Run 1, local utilization:
The die is cut into 10 by 10 equal tiles; white is low, dark blue is high, 0 to 100% covered.
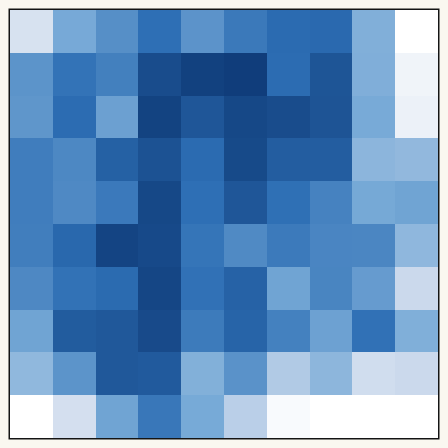
Run 1, pin placement:
Bar = 20 um. Pins as bars across the die edge, other pins in gray.
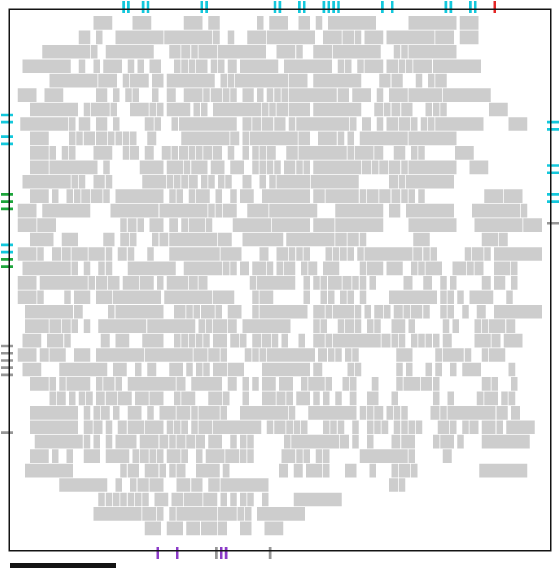
Run 1, drive-strength map:
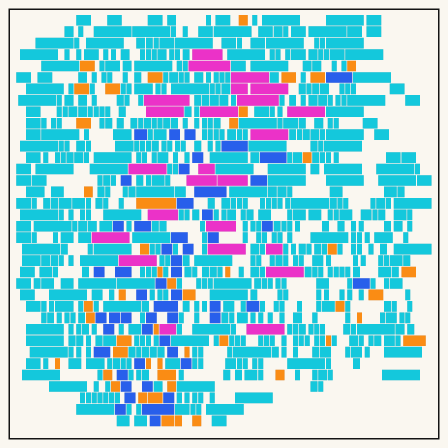
## src/rtl/simon_pkg.sv

```systemverilog
// Shared definitions for the colour-sequence game stages: colour codes,
// capture-stage state encoding and sequence widths.
package simon_pkg;

   localparam int SEQ_W   = 32;
   localparam int ROUND_W = 4;

   localparam logic [1:0] COL_RED    = 2'b00;
   localparam logic [1:0] COL_GREEN  = 2'b01;
   localparam logic [1:0] COL_BLUE   = 2'b10;
   localparam logic [1:0] COL_YELLOW = 2'b11;

   typedef enum logic [2:0] {
      ST_IDLE    = 3'd0,
      ST_RELEASE = 3'd1,
      ST_ARM     = 3'd2,
      ST_DONE    = 3'd3,
      ST_TOUT    = 3'd4
   } wait_state_e;

   function automatic logic is_onehot(input logic [3:0] v);
      return (v != 4'b0000) && ((v & (v - 4'd1)) == 4'b0000);
   endfunction

   function automatic logic [1:0] onehot_to_code(input logic [3:0] oh);
      logic [1:0] code;
      case (oh)
         4'b0001: code = COL_RED;
         4'b0010: code = COL_GREEN;
         4'b0100: code = COL_BLUE;
         4'b1000: code = COL_YELLOW;
         default: code = COL_RED;
      endcase
      return code;
   endfunction

endpackage

```

## src/rtl/btn_debounce.sv

```systemverilog
// Stable-level qualifier: level_ok_o pulses on the DEBOUNCE_CYCLES-th
// consecutive cycle in which level_i equals ref_i without changing value.
module btn_debounce #(
   parameter int DEBOUNCE_CYCLES = 16
) (
   input  logic       clk_i,
   input  logic       rst_i,
   input  logic       clear_i,
   input  logic [3:0] level_i,
   input  logic [3:0] ref_i,
   output logic       level_ok_o
);

   localparam int CNT_W = (DEBOUNCE_CYCLES < 2) ? 1 : $clog2(DEBOUNCE_CYCLES + 1);
   localparam logic [CNT_W-1:0] DB_MAX = CNT_W'(DEBOUNCE_CYCLES);

   logic [CNT_W-1:0] cnt_q, cnt_d;
   logic [CNT_W-1:0] run;
   logic [3:0]       prev_q;
   logic             match;
   logic             same;

   always_comb begin
      match      = (level_i == ref_i);
      same       = (cnt_q == '0) || (level_i == prev_q);
      run        = same ? (cnt_q + CNT_W'(1)) : CNT_W'(1);
      level_ok_o = 1'b0;
      cnt_d      = cnt_q;
      if (clear_i || !match) begin
         cnt_d = '0;
      end else if (run == DB_MAX) begin
         // Restart after each qualification so a held level is accepted once.
         level_ok_o = 1'b1;
         cnt_d      = '0;
      end else begin
         cnt_d = run;
      end
   end

   always_ff @(posedge clk_i or posedge rst_i) begin
      if (rst_i) begin
         cnt_q  <= '0;
         prev_q <= 4'b0000;
      end else begin
         cnt_q  <= cnt_d;
         prev_q <= level_i;
      end
   end

endmodule

```

## src/rtl/wait_state.sv

```systemverilog
// Player-input capture stage: debounces button presses for one round, packs
// them 2 bits per colour (first press in the LSBs) and hands off via en_check.
module wait_state
   import simon_pkg::*;
#(
   parameter int DEBOUNCE_CYCLES = 16,
   parameter int TIMEOUT_CYCLES  = 1000000
) (
   input  logic               clk,
   input  logic               rst_wait,
   input  logic               en_wait,
   input  logic [ROUND_W-1:0] round_ctr_in,
   input  logic [3:0]         btn,
   output logic [SEQ_W-1:0]   seq_in_check,
   output logic               en_check,
   output logic               timeout,
   output logic               busy,
   output logic [4:0]         press_idx
);

   localparam int TO_W = $clog2(TIMEOUT_CYCLES + 1);
   localparam logic [TO_W-1:0] TO_MAX = TO_W'(TIMEOUT_CYCLES);

   wait_state_e      state_q, state_d;
   logic [SEQ_W-1:0] seq_q, seq_d;
   logic [4:0]       idx_q, idx_d;
   logic [4:0]       target_q, target_d;
   logic [TO_W-1:0]  tcnt_q, tcnt_d;
   logic [TO_W-1:0]  tcnt_inc;
   logic             en_check_q, en_check_d;
   logic             timeout_q, timeout_d;
   logic             busy_q;
   logic             tout_hit;

   logic       db_clear;
   logic [3:0] db_ref;
   logic       db_ok;

   // RELEASE qualifies all-zero; ARM qualifies a one-hot level against itself,
   // while any other level is compared with its complement and never matches.
   assign db_clear = (state_q != ST_RELEASE) && (state_q != ST_ARM);
   assign db_ref   = (state_q == ST_RELEASE) ? 4'b0000 :
                     (is_onehot(btn) ? btn : ~btn);

   btn_debounce #(
      .DEBOUNCE_CYCLES(DEBOUNCE_CYCLES)
   ) u_debounce (
      .clk_i     (clk),
      .rst_i     (rst_wait),
      .clear_i   (db_clear),
      .level_i   (btn),
      .ref_i     (db_ref),
      .level_ok_o(db_ok)
   );

   always_comb begin
      state_d    = state_q;
      seq_d      = seq_q;
      idx_d      = idx_q;
      target_d   = target_q;
      tcnt_d     = tcnt_q;
      timeout_d  = timeout_q;
      en_check_d = 1'b0;
      tcnt_inc   = (tcnt_q == TO_MAX) ? tcnt_q : (tcnt_q + TO_W'(1));
      tout_hit   = (tcnt_inc == TO_MAX);

      case (state_q)
         ST_IDLE: begin
            if (en_wait) begin
               target_d  = {1'b0, round_ctr_in} + 5'd1;
               seq_d     = '0;
               idx_d     = 5'd0;
               timeout_d = 1'b0;
               tcnt_d    = '0;
               state_d   = ST_RELEASE;
            end
         end
         ST_RELEASE: begin
            tcnt_d = tcnt_inc;
            if (tout_hit) begin
               timeout_d = 1'b1;
               state_d   = ST_TOUT;
            end else if (db_ok) begin
               state_d = ST_ARM;
            end
         end
         ST_ARM: begin
            tcnt_d = tcnt_inc;
            if (tout_hit) begin
               timeout_d = 1'b1;
               state_d   = ST_TOUT;
            end else if (db_ok) begin
               seq_d[{idx_q[3:0], 1'b0} +: 2] = onehot_to_code(btn);
               idx_d  = idx_q + 5'd1;
               tcnt_d = '0;
               if (idx_d == target_q) begin
                  en_check_d = 1'b1;
                  state_d    = ST_DONE;
               end else begin
                  state_d = ST_RELEASE;
               end
            end
         end
         ST_DONE: state_d = ST_IDLE;
         ST_TOUT: state_d = ST_IDLE;
         default: state_d = ST_IDLE;
      endcase
   end

   always_ff @(posedge clk or posedge rst_wait) begin
      if (rst_wait) begin
         state_q    <= ST_IDLE;
         seq_q      <= '0;
         idx_q      <= 5'd0;
         target_q   <= 5'd0;
         tcnt_q     <= '0;
         en_check_q <= 1'b0;
         timeout_q  <= 1'b0;
         busy_q     <= 1'b0;
      end else begin
         state_q    <= state_d;
         seq_q      <= seq_d;
         idx_q      <= idx_d;
         target_q   <= target_d;
         tcnt_q     <= tcnt_d;
         en_check_q <= en_check_d;
         timeout_q  <= timeout_d;
         busy_q     <= (state_d != ST_IDLE);
      end
   end

   assign seq_in_check = seq_q;
   assign en_check     = en_check_q;
   assign timeout      = timeout_q;
   assign busy         = busy_q;
   assign press_idx    = idx_q;

endmodule

```

## config.mk

```make
export PLATFORM = sky130hd
export DESIGN_NAME = wait_state
export DESIGN_NICKNAME = d
export VERILOG_FILES = /design/src/rtl/simon_pkg.sv /design/src/rtl/btn_debounce.sv /design/src/rtl/wait_state.sv
export SDC_FILE = /design/constraint.sdc
export NUM_CORES = 1
export LEC_CHECK = 0
export ABC_AREA = 1
export CORE_UTILIZATION = 50
export CTS_BUF_LIST = sky130_fd_sc_hd__clkbuf_16
export DETAILED_ROUTE_END_ITERATION = 6
export HOLD_SLACK_MARGIN = 0.06
export PLACE_DENSITY = 0.74
export SETUP_SLACK_MARGIN = 0.1
export SYNTH_ARGS = -nofsm -noshare
export SYNTH_HDL_FRONTEND = slang
export SYNTH_HIERARCHICAL = 1
export SYNTH_SLANG_ARGS = --single-unit
export TNS_END_PERCENT = 20
```

## constraint.sdc

```tcl
create_clock -name clk -period 2.6 [get_ports clk]
set_input_delay 0.26 -clock clk [delete_from_list [all_inputs] [get_ports clk]]
set_output_delay 0.26 -clock clk [all_outputs]
set_load 0.05 [all_outputs]
```

==> impl_metrics.env, run 1 <==
# flow metrics
export IMPL_crit_fanout=6
export IMPL_worstMarginPinSlew_ns=0.6940
export IMPL_cts_made_buffers=9
export IMPL_clk_latency_ns=0.34
export IMPL_status="finished clean"
export IMPL_slew_viol_final=0
export IMPL_grt_pass1_vias=4873
export IMPL_relSlewSlack_pct=53.56
export IMPL_fmax_mhz=399.0
export IMPL_yosysWarnings=6
export IMPL_syn_nets=729
export IMPL_first_iter_violations=327
export IMPL_synth_async_reset_ratio_pct=100.0
export IMPL_synthTopCellsByArea="dfrtp_1 (39%), nand2_1 (16%), nor2_1 (7.1%)"
export IMPL_fin_ws_ns=0.09387
export IMPL_grt_start_max_net_pins=51
export IMPL_timing_rr_start="state_q[2]"
export IMPL_hold_path_class="input port to flop"
export IMPL_via_count=5139
export IMPL_hpwl_um=9179
export IMPL_synthCells=709
export IMPL_final_layout_size_suffix_gt1_share_pct=15.34
export IMPL_critPathCaptureType="flop"
export IMPL_setup_violations=0
export IMPL_hold_path_startpoint="btn[2]"
export IMPL_cts_max_path_buffers=2
export IMPL_antenna_found_initial=0
export IMPL_ctsHoldBuffers=0
export IMPL_cap_violations=0
export IMPL_pre_cts_slack_ns=-0.6191
export IMPL_grt_pass1_wl_um=22250
export IMPL_yosysTopAreaCell="dfrtp_1"
export IMPL_rsz0062_at_grt="true"
export IMPL_cp_arrival_ns=2.73
export IMPL_design_area_sq_mm=0.006487
export IMPL_syn_area_per_cell_sq_um=7.011
export IMPL_finalWeightedCongestion=0.8801
export IMPL_ys_seq_share_pct=38.76
export IMPL_grt_total_usage_pct=27.60
export IMPL_ys_cells=709
export IMPL_startpoint_type="flop"
export IMPL_top_cell="nand2_1"
export IMPL_synth_flop_count=77
export IMPL_first_pass_iters=5
export IMPL_fill_cells=805
export IMPL_edf_count=0
export IMPL_antenna_left=0
export IMPL_power_density_mw_per_mm2=612.4
-- 'local utilization' (at the start) --
fullest tile	95%
mean over tiles	61%
emptiest ninth of the die	bottom right
nearly empty tiles	5.0%
Core Footprint: 0.009684 sq mm
Layout Utilization: 66.99%
Core Util at FP: 51.33%

-- 'pin placement' (at the start) --
port	color	pins	direction	edge
`seq_in_check`	cyan	32	output	20 top, 6 right, 6 left
`btn`	purple	4	input	bottom
`press_idx`	green	5	output	left
`clk`	red	1	input	top
all pins by edge	21 top, 17 left, 7 right, 6 bottom
I/O Buffers: 50
Die X: 101.7 um

-- 'drive-strength map' (at the start) --
size	color	cells
_0 and _1 cells	cyan	679
_3 and _4 cells	blue	52
_2 cells	orange	47
_6 and larger	magenta	24

## run 1: area by class of cell
class                   count  area [sq um]  share of cell area (%)
inverters                  85         319.1                   4.918
well taps                 133         166.4                   2.565
multi-input cells         525          2746                   42.33
repair buffers             99          1027                   15.83
clock inverters             7         75.07                   1.157
clock buffers               9         225.2                   3.472
flip-flops and latches     77          1928                   29.72
## run 1: flip-flops by register name, indices dropped and copies added, names as in the netlist
register / flops
press_idx: 5
u_debounce/prev_q: 4
busy: 1
seq_in_check: 32
tcnt_q: 20
target_q: 5
u_debounce/cnt_q: 5
en_check: 1
timeout: 1
state_q: 3
## run 1: worst paths after layout
kind | to | slack [ns] | cells after the start
hold reg to reg | seq_in_check[21] | 0.47 | 2
setup reg to reg | seq_in_check[6] | 0.09 | 17
setup / recovery | seq_in_check[6] | 0.09 | 17
min in group asynchronous | u_debounce/cnt_q[2] | 0.24 | 2
max in group asynchronous | target_q[2] | 1.70 | 3
hold / removal | u_debounce/prev_q[2] | 0.12 | 1
## run 1: power by group
group / internal, mW / switching [mW]
Clock: 0.749 / 0.533
Sequential: 1.37 / 0.214
Combinational: 0.420 / 0.682
Total: 2.54 / 1.43
## run 1: stage by stage
step	instances	hold WS (ns)
after floorplan	709	0.08792
after detailed placement	902	0.4580
final	935	0.1193
after global placement	902	0.4579
after global routing	935	0.1180
after CTS	927	0.2463
## run 1: cells in the final DEF, fill, tap and decap left out, types with 17 or more instances in the layout
master           count
inv_1               76
o21ai_0             20
clkdlybuf4s50_1     46
buf_4               36
nand4_1             42
dfrtp_1             76
xor2_1              17
nand3_1             55
nor2_1              90
nand2_1            203
## run 1: per-layer routing
metal	up-vias	global-route usage [%]	part of all wire, %
li1	2486	-	-
met1	2426	35.46	42
met2	190	46.10	48
met3	37	4.486	6.9
met4	0	11.71	2.6
met5	-	0	0
## run 1: what timing repair did
item / CTS / global route
buffers inserted: 7 / 4
gates cloned: 2 / 4
setup endpoints to repair: 60 / 62
gates resized: 16 / 28
pin swaps: 6 / 15
## run 1: critical path, stage by stage (launching register included)
cell and delay [ns]:
dfrtp_1 0.42, nor3_4 0.24, buf_6 0.14, a21oi_2 0.03, o21ai_1 0.07, inv_1 0.06, xnor2_1 0.15, nand2_1 0.08
nor3_2 0.23, nand3_2 0.13, nor2_4 0.12, nand2_2 0.09, nand2_4 0.15, buf_12 0.12, buf_16 0.13, nand3_4 0.09
nand2_1 0.09, nand2_1 0.06
## run 1: cells by family after synthesis
kind of cell	synth area share, %
AND-OR/OR-AND	6.443
flip-flops	38.76
adder cells (fa/ha/maj)	2.265
XOR/XNOR	3.876
buffers and inverters	8.633
AND/OR/NAND/NOR	40.02
Run 1, zoomed window:
Window x 66 to 86, y 66 to 86 um. Cells in gray, sequential cells in the stronger gray; small squares are vias.
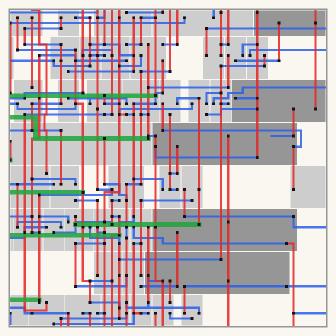

--- run 2 (diff from run 1) ---
--- a/config.mk
+++ b/config.mk
@@ -9,8 +9,10 @@
 export CORE_UTILIZATION = 50
 export CTS_BUF_LIST = sky130_fd_sc_hd__clkbuf_16
 export DETAILED_ROUTE_END_ITERATION = 6
+export GPL_TIMING_DRIVEN = 0
 export HOLD_SLACK_MARGIN = 0.06
 export PLACE_DENSITY = 0.74
+export REMOVE_ABC_BUFFERS = 1
 export SETUP_SLACK_MARGIN = 0.1
 export SYNTH_ARGS = -nofsm -noshare
 export SYNTH_HDL_FRONTEND = slang
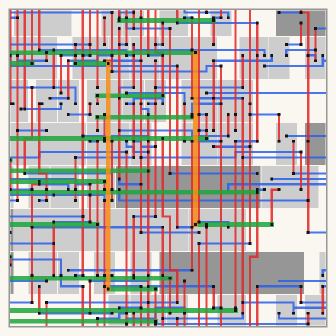
Run 2: zoomed window
Window x 66 to 86, y 66 to 86 um. Cells in gray, sequential cells in the stronger gray; small squares are vias.
layer	color
metal 2	red
metal 3	green
metal 4	orange
metal 1	blue
cells with their middle in the window	45
netlist names of flops here include	`seq_in_check` (2)
sequential cells in the window	2
most frequent	nand2_1 (12), nor2_1 (9), nand4_1 (7)

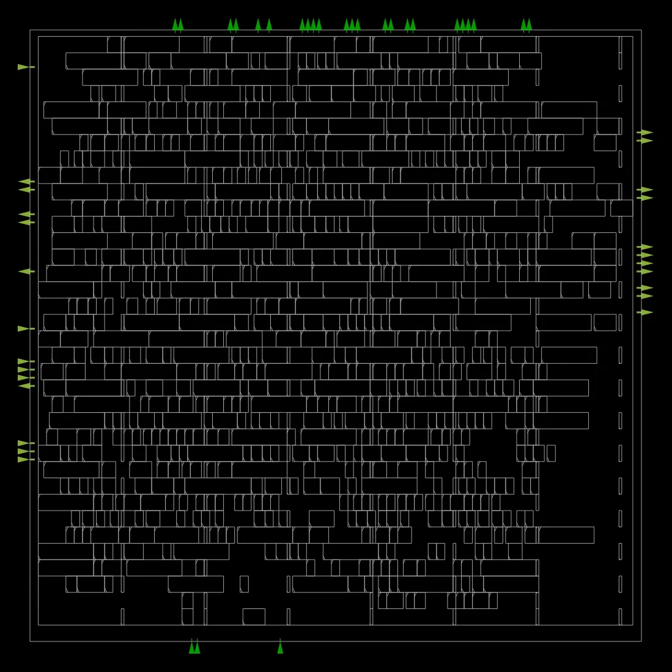
Run 2: cell placement
Layout Utilization: 67.03%
Fillers: 758
Seq area share: 29.76%
tapcell count: 133
row count: 36

==> impl_metrics.env, run 2 <==
# flow metrics
export IMPL_rsz0062_at_grt="true"
export IMPL_combPwrFrac_pct=26.9
export IMPL_fin_cells=918
export IMPL_sw_frac_of_total_pct=36.22
export IMPL_power_density_mw_per_mm2=631.6
export IMPL_io_buffer_count=50
export IMPL_final_layout_size_suffix_gt1_share_pct=16.18
export IMPL_antenna_left=0
export IMPL_cts_made_buffers=9
export IMPL_grt_total_usage_pct=28.41
export IMPL_lay_top_cells="nand2_1 (201), nor2_1 (84), dfrtp_1 (73)"
export IMPL_slew_viol_final=0
export IMPL_die_w_um=101.7
export IMPL_slowest_delay_ns=0.45
export IMPL_status="finished clean"
export IMPL_ys_seq_share_pct=38.76
export IMPL_relSlewSlack_pct=42.97
export IMPL_syn_area_per_cell_sq_um=7.011
export IMPL_worstMarginPinSlew_ns=0.8555
export IMPL_synth_flop_count=77
export IMPL_first_iter_violations=469
export IMPL_cp_arrival_ns=2.76
export IMPL_edf_count=0
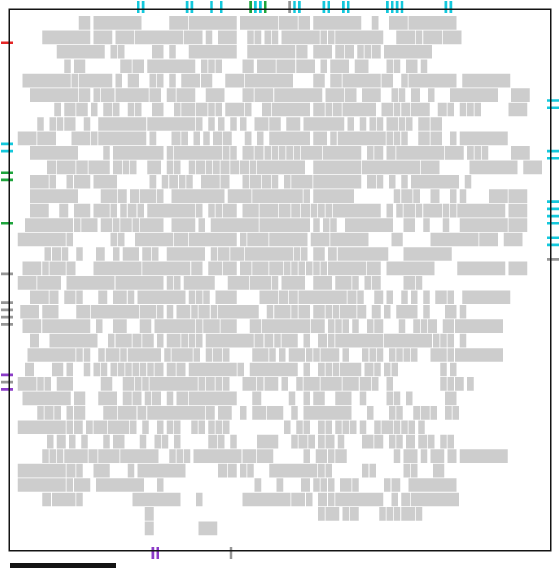
Run 2: pin placement
Bar = 20 um. Pins as bars across the die edge, other pins in gray.
port	color	pins	direction	edge
`seq_in_check`	cyan	32	output	20 top, 10 right, 2 left
`press_idx`	green	5	output	3 left, 2 top
`btn`	purple	4	input	2 bottom, 2 left
`clk`	red	1	input	left
all pins by edge	23 top, 14 left, 11 right, 3 bottom
Die H: 101.7 um

-- run 2: kinds of logic after synthesis --
logic type,after synthesis,synth area share [%]
buffers and inverters,107,8.633
flip-flops,77,38.76
XOR/XNOR,22,3.876
adder cells (fa/ha/maj),9,2.265
AND/OR/NAND/NOR,441,40.02
AND-OR/OR-AND,53,6.443
-- run 2: worst paths after layout --
check                                     start                   end  cells after the start
worst max-delay path                  tcnt_q[0]      seq_in_check[11]                     12
worst max register to register        tcnt_q[0]      seq_in_check[11]                     12
worst min-delay path                     btn[3]  u_debounce/prev_q[3]                      1
max in group asynchronous              rst_wait          press_idx[0]                      2
min in group asynchronous              rst_wait  u_debounce/prev_q[2]                      2
worst min register to register  seq_in_check[0]       seq_in_check[0]                      2
-- run 2: cell type report --
cell class	count	area (sq um)
Multi-Input combinational cell	533	2995
Timing Repair Buffer	74	743.2
Sequential cell	77	1932
Tap cell	133	166.4
Fill cell	758	3193
Inverter	85	332.8
Clock inverter	7	96.34
Clock buffer	9	225.2
-- run 2: layer usage --
layer | track usage [%] | routed length, um | vias up
met2 | 44.91 | 6789 | 280
li1 | - | - | 2471
met1 | 38.55 | 6108 | 2472
met4 | 11.71 | 365 | 0
met5 | 0 | 0 | -
met3 | 4.969 | 1378 | 42
-- run 2: repair_timing --
item,CTS,global route
hold buffers,0,0
setup endpoints to repair,66,62
resized,34,50
gates cloned,7,1
pin swaps,11,26
setup buffers,14,10
-- run 2: power by group through the flow --
stage	clock network [mW]	logic, mW	registers (mW)
CTS	1.39	1.03	1.58
detailed placement	0	0.974	1.60
finish	1.40	1.10	1.60
floorplan	0	0.783	1.55
global route	1.45	1.25	1.63
global placement	0	0.937	1.59
-- run 2: metrics by stage --
stage / cell area, sq um / hold WS (ns) / setup WS [ns]
floorplan: 4861 / 0.08792 / -2.115
global placement: 5528 / 0.4569 / -4.060
detailed placement: 5545 / 0.4574 / -1.914
CTS: 6265 / 0.2443 / 0.1121
global route: 6491 / 0.1336 / -0.05501
finish: 6491 / 0.1229 / 0.06223
No activity file was given, so power comes from the tool's default toggle rates.
